==> images/final_congestion.png <==
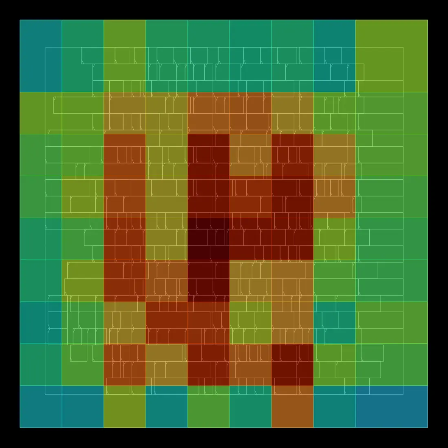
==> images/cell_classes.png <==
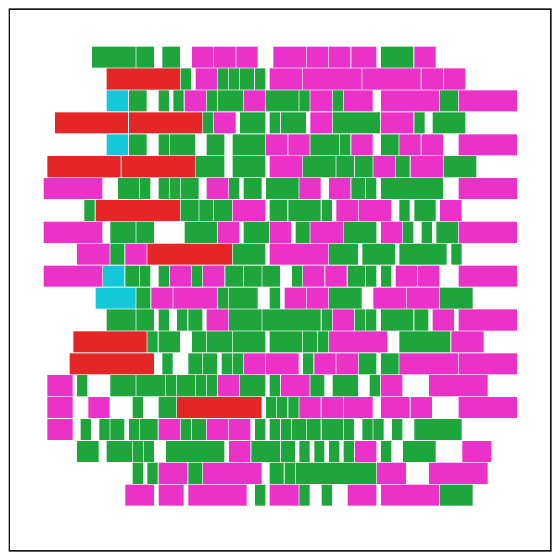
==> images/wire_density.png <==
Scale bar: 20 um. The die is cut into 13 by 13 equal tiles; dark blue is low, red is high, scaled to the fullest tile. Values are wire area over tile area, all layers added.
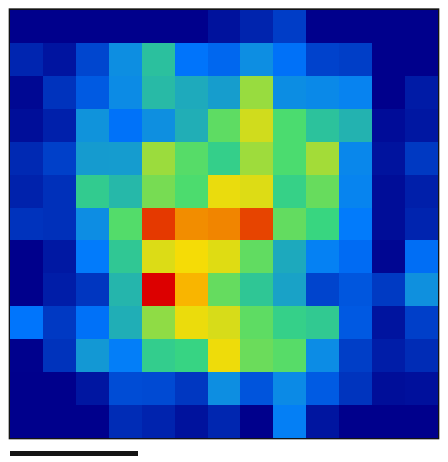
==> images/pins.png <==
Pins as bars across the die edge, other pins in grey.
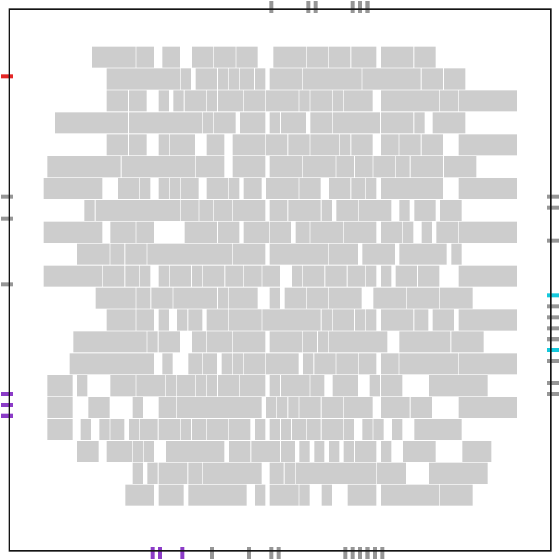
==> src/rtl/mc_ctrl_fsm.sv <==
// Multicycle MIPS-style control FSM: fetch/decode/execute sequencing with
// memory handshake, wait-cycle timeout (bus error) and sticky error flags.
// Optional feature: define MC_CTRL_BNE_EN to decode bne (op 000101) into BNEEX.
module mc_ctrl_fsm #(
    parameter int unsigned ALUCTL_W = 3,
    parameter int unsigned WAIT_MAX = 15
) (
    input  logic                clk,
    input  logic                reset,
    input  logic [5:0]          op,
    input  logic [5:0]          funct,
    input  logic                zero,
    input  logic                memready,
    output logic                pcen,
    output logic                memwrite,
    output logic                irwrite,
    output logic                regwrite,
    output logic                alusrca,
    output logic                iord,
    output logic                memtoreg,
    output logic                regdst,
    output logic                memreq,
    output logic [1:0]          alusrcb,
    output logic [1:0]          pcsrc,
    output logic [ALUCTL_W-1:0] alucontrol,
    output logic                illegal,
    output logic                buserr,
    output logic [3:0]          state
);

    localparam int unsigned CNT_W = (WAIT_MAX > 0) ? $clog2(WAIT_MAX + 1) : 1;

    localparam logic [2:0] ALU_AND = 3'b000;
    localparam logic [2:0] ALU_OR  = 3'b001;
    localparam logic [2:0] ALU_ADD = 3'b010;
    localparam logic [2:0] ALU_SUB = 3'b110;
    localparam logic [2:0] ALU_SLT = 3'b111;

    typedef enum logic [3:0] {
        S_FETCH   = 4'd0,
        S_DECODE  = 4'd1,
        S_MEMADR  = 4'd2,
        S_MEMRD   = 4'd3,
        S_MEMWB   = 4'd4,
        S_MEMWR   = 4'd5,
        S_RTYPEEX = 4'd6,
        S_RTYPEWB = 4'd7,
        S_BEQEX   = 4'd8,
        S_ADDIEX  = 4'd9,
        S_ADDIWB  = 4'd10,
        S_JEX     = 4'd11
`ifdef MC_CTRL_BNE_EN
        , S_BNEEX = 4'd12
`endif
    } state_e;

    state_e           state_q, state_d;
    logic [CNT_W-1:0] wait_q, wait_d;
    logic             illegal_q, illegal_d;
    logic             buserr_q, buserr_d;
    logic             req_state;
    logic             timeout;
    logic [2:0]       alu_rt;
    logic             funct_ok;

    // A timed-out request is abandoned in the cycle after WAIT_MAX wait cycles
    assign req_state = (state_q == S_FETCH) || (state_q == S_MEMRD) || (state_q == S_MEMWR);
    assign timeout   = req_state && (WAIT_MAX != 0) && (wait_q == CNT_W'(WAIT_MAX));

    // R-type funct to ALU operation; funct_ok=0 flags an unsupported funct
    always_comb begin
        alu_rt   = ALU_AND;
        funct_ok = 1'b1;
        case (funct)
            6'b100000: alu_rt = ALU_ADD;
            6'b100010: alu_rt = ALU_SUB;
            6'b100100: alu_rt = ALU_AND;
            6'b100101: alu_rt = ALU_OR;
            6'b101010: alu_rt = ALU_SLT;
            default:   funct_ok = 1'b0;
        endcase
    end

    // Next-state, error flags and datapath strobes; everything quiet while in reset
    always_comb begin
        state_d    = state_q;
        illegal_d  = illegal_q;
        buserr_d   = buserr_q;
        pcen       = 1'b0;
        memwrite   = 1'b0;
        irwrite    = 1'b0;
        regwrite   = 1'b0;
        alusrca    = 1'b0;
        iord       = 1'b0;
        memtoreg   = 1'b0;
        regdst     = 1'b0;
        memreq     = 1'b0;
        alusrcb    = 2'b00;
        pcsrc      = 2'b00;
        alucontrol = '0;
        if (reset) begin
            if (timeout) begin
                state_d  = S_FETCH;
                buserr_d = 1'b1;
            end else begin
                case (state_q)
                    S_FETCH: begin
                        memreq     = 1'b1;
                        alusrcb    = 2'b01;
                        alucontrol = ALUCTL_W'(ALU_ADD);
                        if (memready) begin
                            irwrite = 1'b1;
                            pcen    = 1'b1;
                            state_d = S_DECODE;
                        end
                    end
                    S_DECODE: begin
                        alusrcb    = 2'b11;
                        alucontrol = ALUCTL_W'(ALU_ADD);
                        case (op)
                            6'b000000:            state_d = S_RTYPEEX;
                            6'b100011, 6'b101011: state_d = S_MEMADR;
                            6'b000100:            state_d = S_BEQEX;
`ifdef MC_CTRL_BNE_EN
                            6'b000101:            state_d = S_BNEEX;
`endif
                            6'b001000:            state_d = S_ADDIEX;
                            6'b000010:            state_d = S_JEX;
                            default: begin
                                illegal_d = 1'b1;
                                state_d   = S_FETCH;
                            end
                        endcase
                    end
                    S_MEMADR: begin
                        alusrca    = 1'b1;
                        alusrcb    = 2'b10;
                        alucontrol = ALUCTL_W'(ALU_ADD);
                        state_d    = (op == 6'b101011) ? S_MEMWR : S_MEMRD;
                    end
                    S_MEMRD: begin
                        memreq = 1'b1;
                        iord   = 1'b1;
                        if (memready) state_d = S_MEMWB;
                    end
                    S_MEMWB: begin
                        regwrite = 1'b1;
                        memtoreg = 1'b1;
                        state_d  = S_FETCH;
                    end
                    S_MEMWR: begin
                        memreq   = 1'b1;
                        memwrite = 1'b1;
                        iord     = 1'b1;
                        if (memready) state_d = S_FETCH;
                    end
                    S_RTYPEEX: begin
                        alusrca = 1'b1;
                        if (funct_ok) begin
                            alucontrol = ALUCTL_W'(alu_rt);
                            state_d    = S_RTYPEWB;
                        end else begin
                            illegal_d = 1'b1;
                            state_d   = S_FETCH;
                        end
                    end
                    S_RTYPEWB: begin
                        regwrite = 1'b1;
                        regdst   = 1'b1;
                        state_d  = S_FETCH;
                    end
                    S_BEQEX: begin
                        alusrca    = 1'b1;
                        alucontrol = ALUCTL_W'(ALU_SUB);
                        pcsrc      = 2'b01;
                        pcen       = zero;
                        state_d    = S_FETCH;
                    end
`ifdef MC_CTRL_BNE_EN
                    S_BNEEX: begin
                        alusrca    = 1'b1;
                        alucontrol = ALUCTL_W'(ALU_SUB);
                        pcsrc      = 2'b01;
                        pcen       = ~zero;
                        state_d    = S_FETCH;
                    end
`endif
                    S_ADDIEX: begin
                        alusrca    = 1'b1;
                        alusrcb    = 2'b10;
                        alucontrol = ALUCTL_W'(ALU_ADD);
                        state_d    = S_ADDIWB;
                    end
                    S_ADDIWB: begin
                        regwrite = 1'b1;
                        state_d  = S_FETCH;
                    end
                    S_JEX: begin
                        pcsrc   = 2'b10;
                        pcen    = 1'b1;
                        state_d = S_FETCH;
                    end
                    default: state_d = S_FETCH;
                endcase
            end
        end
    end

    // Consecutive wait-cycle counter; restarts whenever the request ends
    always_comb begin
        wait_d = wait_q;
        if (timeout || (state_d != state_q)) begin
            wait_d = '0;
        end else if ((WAIT_MAX != 0) && memreq && !memready) begin
            wait_d = wait_q + CNT_W'(1);
        end
    end

    // State, wait counter and sticky flag registers
    always_ff @(posedge clk or negedge reset) begin
        if (!reset) begin
            state_q   <= S_FETCH;
            wait_q    <= '0;
            illegal_q <= 1'b0;
            buserr_q  <= 1'b0;
        end else begin
            state_q   <= state_d;
            wait_q    <= wait_d;
            illegal_q <= illegal_d;
            buserr_q  <= buserr_d;
        end
    end

    assign state   = state_q;
    assign illegal = illegal_q;
    assign buserr  = buserr_q;

endmodule
==> config.mk <==
export PLATFORM = sky130hd
export DESIGN_NAME = mc_ctrl_fsm
export DESIGN_NICKNAME = d
export VERILOG_FILES = /design/src/rtl/mc_ctrl_fsm.sv
export SDC_FILE = /design/constraint.sdc
export NUM_CORES = 1
export LEC_CHECK = 0
export ABC_AREA = 1
export CAP_MARGIN = 20
export CORE_MARGIN = 4
export CORE_UTILIZATION = 31
export CTS_CLUSTER_SIZE = 24
export DETAILED_ROUTE_END_ITERATION = 6
export PLACE_DENSITY = 0.73
export SETUP_SLACK_MARGIN = 0.4
export SYNTH_ARGS = -nofsm -noshare
export SYNTH_HDL_FRONTEND = slang
export SYNTH_SLANG_ARGS = --single-unit
==> constraint.sdc <==
create_clock -name clk -period 1.75 [get_ports clk]
set_input_delay 0.4375 -clock clk [delete_from_list [all_inputs] [get_ports clk]]
set_output_delay 0.4375 -clock clk [all_outputs]
set_load 0.1 [all_outputs]
==> results.cfg <==
; physical design summary
[grt]
grt_remaining_overflow = 0
grt_pass1_wl_um = 7360

[critical_path]
cp_slowest_cell = dfrtp_4
critical_path_arrival_ns = 1.85
path_cells = buf_6 -> inv_4 -> nor2_4 -> nand2_2 -> nand3_2 -> nand2_4 -> nand2_8 -> nor2_4 -> a211o_4 -> buf_12
crit_top_cell = nor2_4
crit_required_ns = 1.31
start_kind = flip-flop
crit_buf_inv = 3

[run_status]
status = complete, but fails checks
violations = setup timing

[synthesis]
ys_area_mm2 = 0.00108
yosysCellCount = 190
yosysWarnings = 0
syn_inst = 190
top_area_cell = dfrtp_1
flop_cell = dfrtp_1
ys.flops = 10
topCellsByArea = dfrtp_1 23%, nand2_1 19%, nor2_1 11%

[detailed_routing]
first_pass_iters = 4
vias = 1749
drc_errors = 0
drt_iter0_markers = 73
antenna_left = 0

[power]
p_per_area_mw_per_mm2 = 466

[clocking]
clock_latency_ns = 0.26
cts_max_level = 1

[die]
fp_util_pct = 32.1
fp.dieH_um = 67.1

[final_layout]
drive_gt1_share_pct = 58.5
stdcell_count = 345

[final_timing]
finalSetupViolCount = 24
max_slew_margin_pct = 76.8
fin_ws_ns = -0.538
slew_violations = 0
fin_crit_ns = 2.29

[hold_path]
hold_class = input port to asynchronous set/reset pin

[place]
post_dp_cell_area_mm2 = 0.00231
Notes on final_congestion.png above:
GRT Total Usage: 21.4%
met3 Use GR: 1.69%
GRT busiest layer: met2
utilization after layout: 80.1%
Routed WL per cell: 15.1 um

Notes on cell_classes.png above:
flip-flops: marked red, cells 10, share of their area 10%. clock drivers and dummy loads: marked cyan, cells 4, share of their area 1.4%. other buffers and delay cells: marked magenta, cells 106, share of their area 44%. all other logic: marked green, cells 179, share of their area 45%.
fraction of area in registers: 9.84%
std cell rows: 21
final instance area: 0.00270 mm^2

Notes on wire_density.png above:
The fullest tile reaches 0.71. 16% of the tiles are nearly empty. The densest ninth of the die: middle. 20% of the tiles are over half the peak.

Notes on pins.png above:
funct: marked purple, pins 6, direction input, edge 3 bottom, 3 left. pcsrc: marked cyan, pins 2, direction output, edge right. clk: marked red, pins 1, direction input, edge left.
All pins by edge: 13 bottom, 12 right, 7 left, 6 top.

-- state kept, by name, indices dropped and copies added, names as in the netlist --
register and cells:
buserr 1, illegal 1, state 4, wait_q 4
-- stage by stage --
step,setup slack (ns),power [W],TNS [ns]
after global routing,-0.612,0.00132,-10.14
after global placement,-0.499,0.000921,-7.16
after floorplan,-0.801,0.000633,-8.63
after CTS,-0.503,0.00120,-7.36
after detailed placement,-0.564,0.000932,-7.95
final,-0.538,0.00126,-8.58
-- power breakdown --
group	leakage (nW)	internal [W]	switching [W]
Sequential	0.122	0.000247	0.0000203
Combinational	1.17	0.000331	0.000454
Clock	0.0210	0.000126	0.0000782
Total	1.32	0.000705	0.000552
-- cells by family after synthesis --
logic type                 share of synthesized area, %
AOI/OAI and AO/OA                                  11.5
xor gates and xnor gates                           2.43
adders and majority gates                          1.16
buffers and inverters                              11.9
DFF                                                23.1
and+or+nand+nor                                    49.9
-- final cells by class --
class | count | area (um^2)
sequential | 10 | 265
fill | 213 | 668
clock buffer | 4 | 36.3
multi-input combinational | 146 | 1030
timing repair buffer | 106 | 1160
inverter | 33 | 145
tap | 46 | 57.6
-- metal layers --
| layer | part of all wire, % | GRT usage [%] | routed length [um] |
|---|---|---|---|
| met1 | 36 | 23.3 | 1890 |
| met2 | 53 | 40.5 | 2770 |
| met3 | 4.9 | 1.69 | 253 |
| met4 | 5.6 | 11.1 | 289 |
| met5 | 0 | 0 | 0 |
-- cells in the final DEF, fill, tap and decap left out, drive strengths merged, types with 4 or more instances in the layout --
master,instances
nand3,20
clkbuf,4
nand2,58
inv,30
a21oi,7
dlygate4sd2,5
dfrtp,10
clkdlybuf4s50,10
nor2,37
buf,91
o21ai,5
-- final timing paths --
| kind | endpoint | slack [ns] | cells past startpoint |
|---|---|---|---|
| worst min-delay path | wait_q[1]$_DFFE_PN0P_ | 0.48 | 3 |
| worst max register to register | wait_q[2]$_DFFE_PN0P_ | -0.36 | 15 |
| worst max-delay path | pcen | -0.54 | 10 |
| max in group asynchronous | state[1]$_DFF_PN0_ | 1.05 | 3 |
| min in group clk | buserr$_DFFE_PN0P_ | 0.55 | 1 |
| worst min register to register | buserr$_DFFE_PN0P_ | 0.55 | 1 |
-- timing repair --
action,CTS,global route
setup endpoints to repair,29,30
buffers inserted,9,5
pin swaps,21,9
resized,49,26
-- worst reg2reg max path: stages (launching register included) --
cell	delay [ns]
dfrtp_4	0.52
buf_6	0.15
inv_6	0.06
nand2_2	0.09
buf_4	0.16
nor2_4	0.11
buf_6	0.13
nand3_1	0.12
nand2_2	0.11
inv_1	0.09
nand2_2	0.09
nand3_1	0.08
nand2_1	0.09
nor2_2	0.05
nand2_2	0.10
nor2_1	0.05
No activity file was given, so power comes from the tool's default toggle rates.
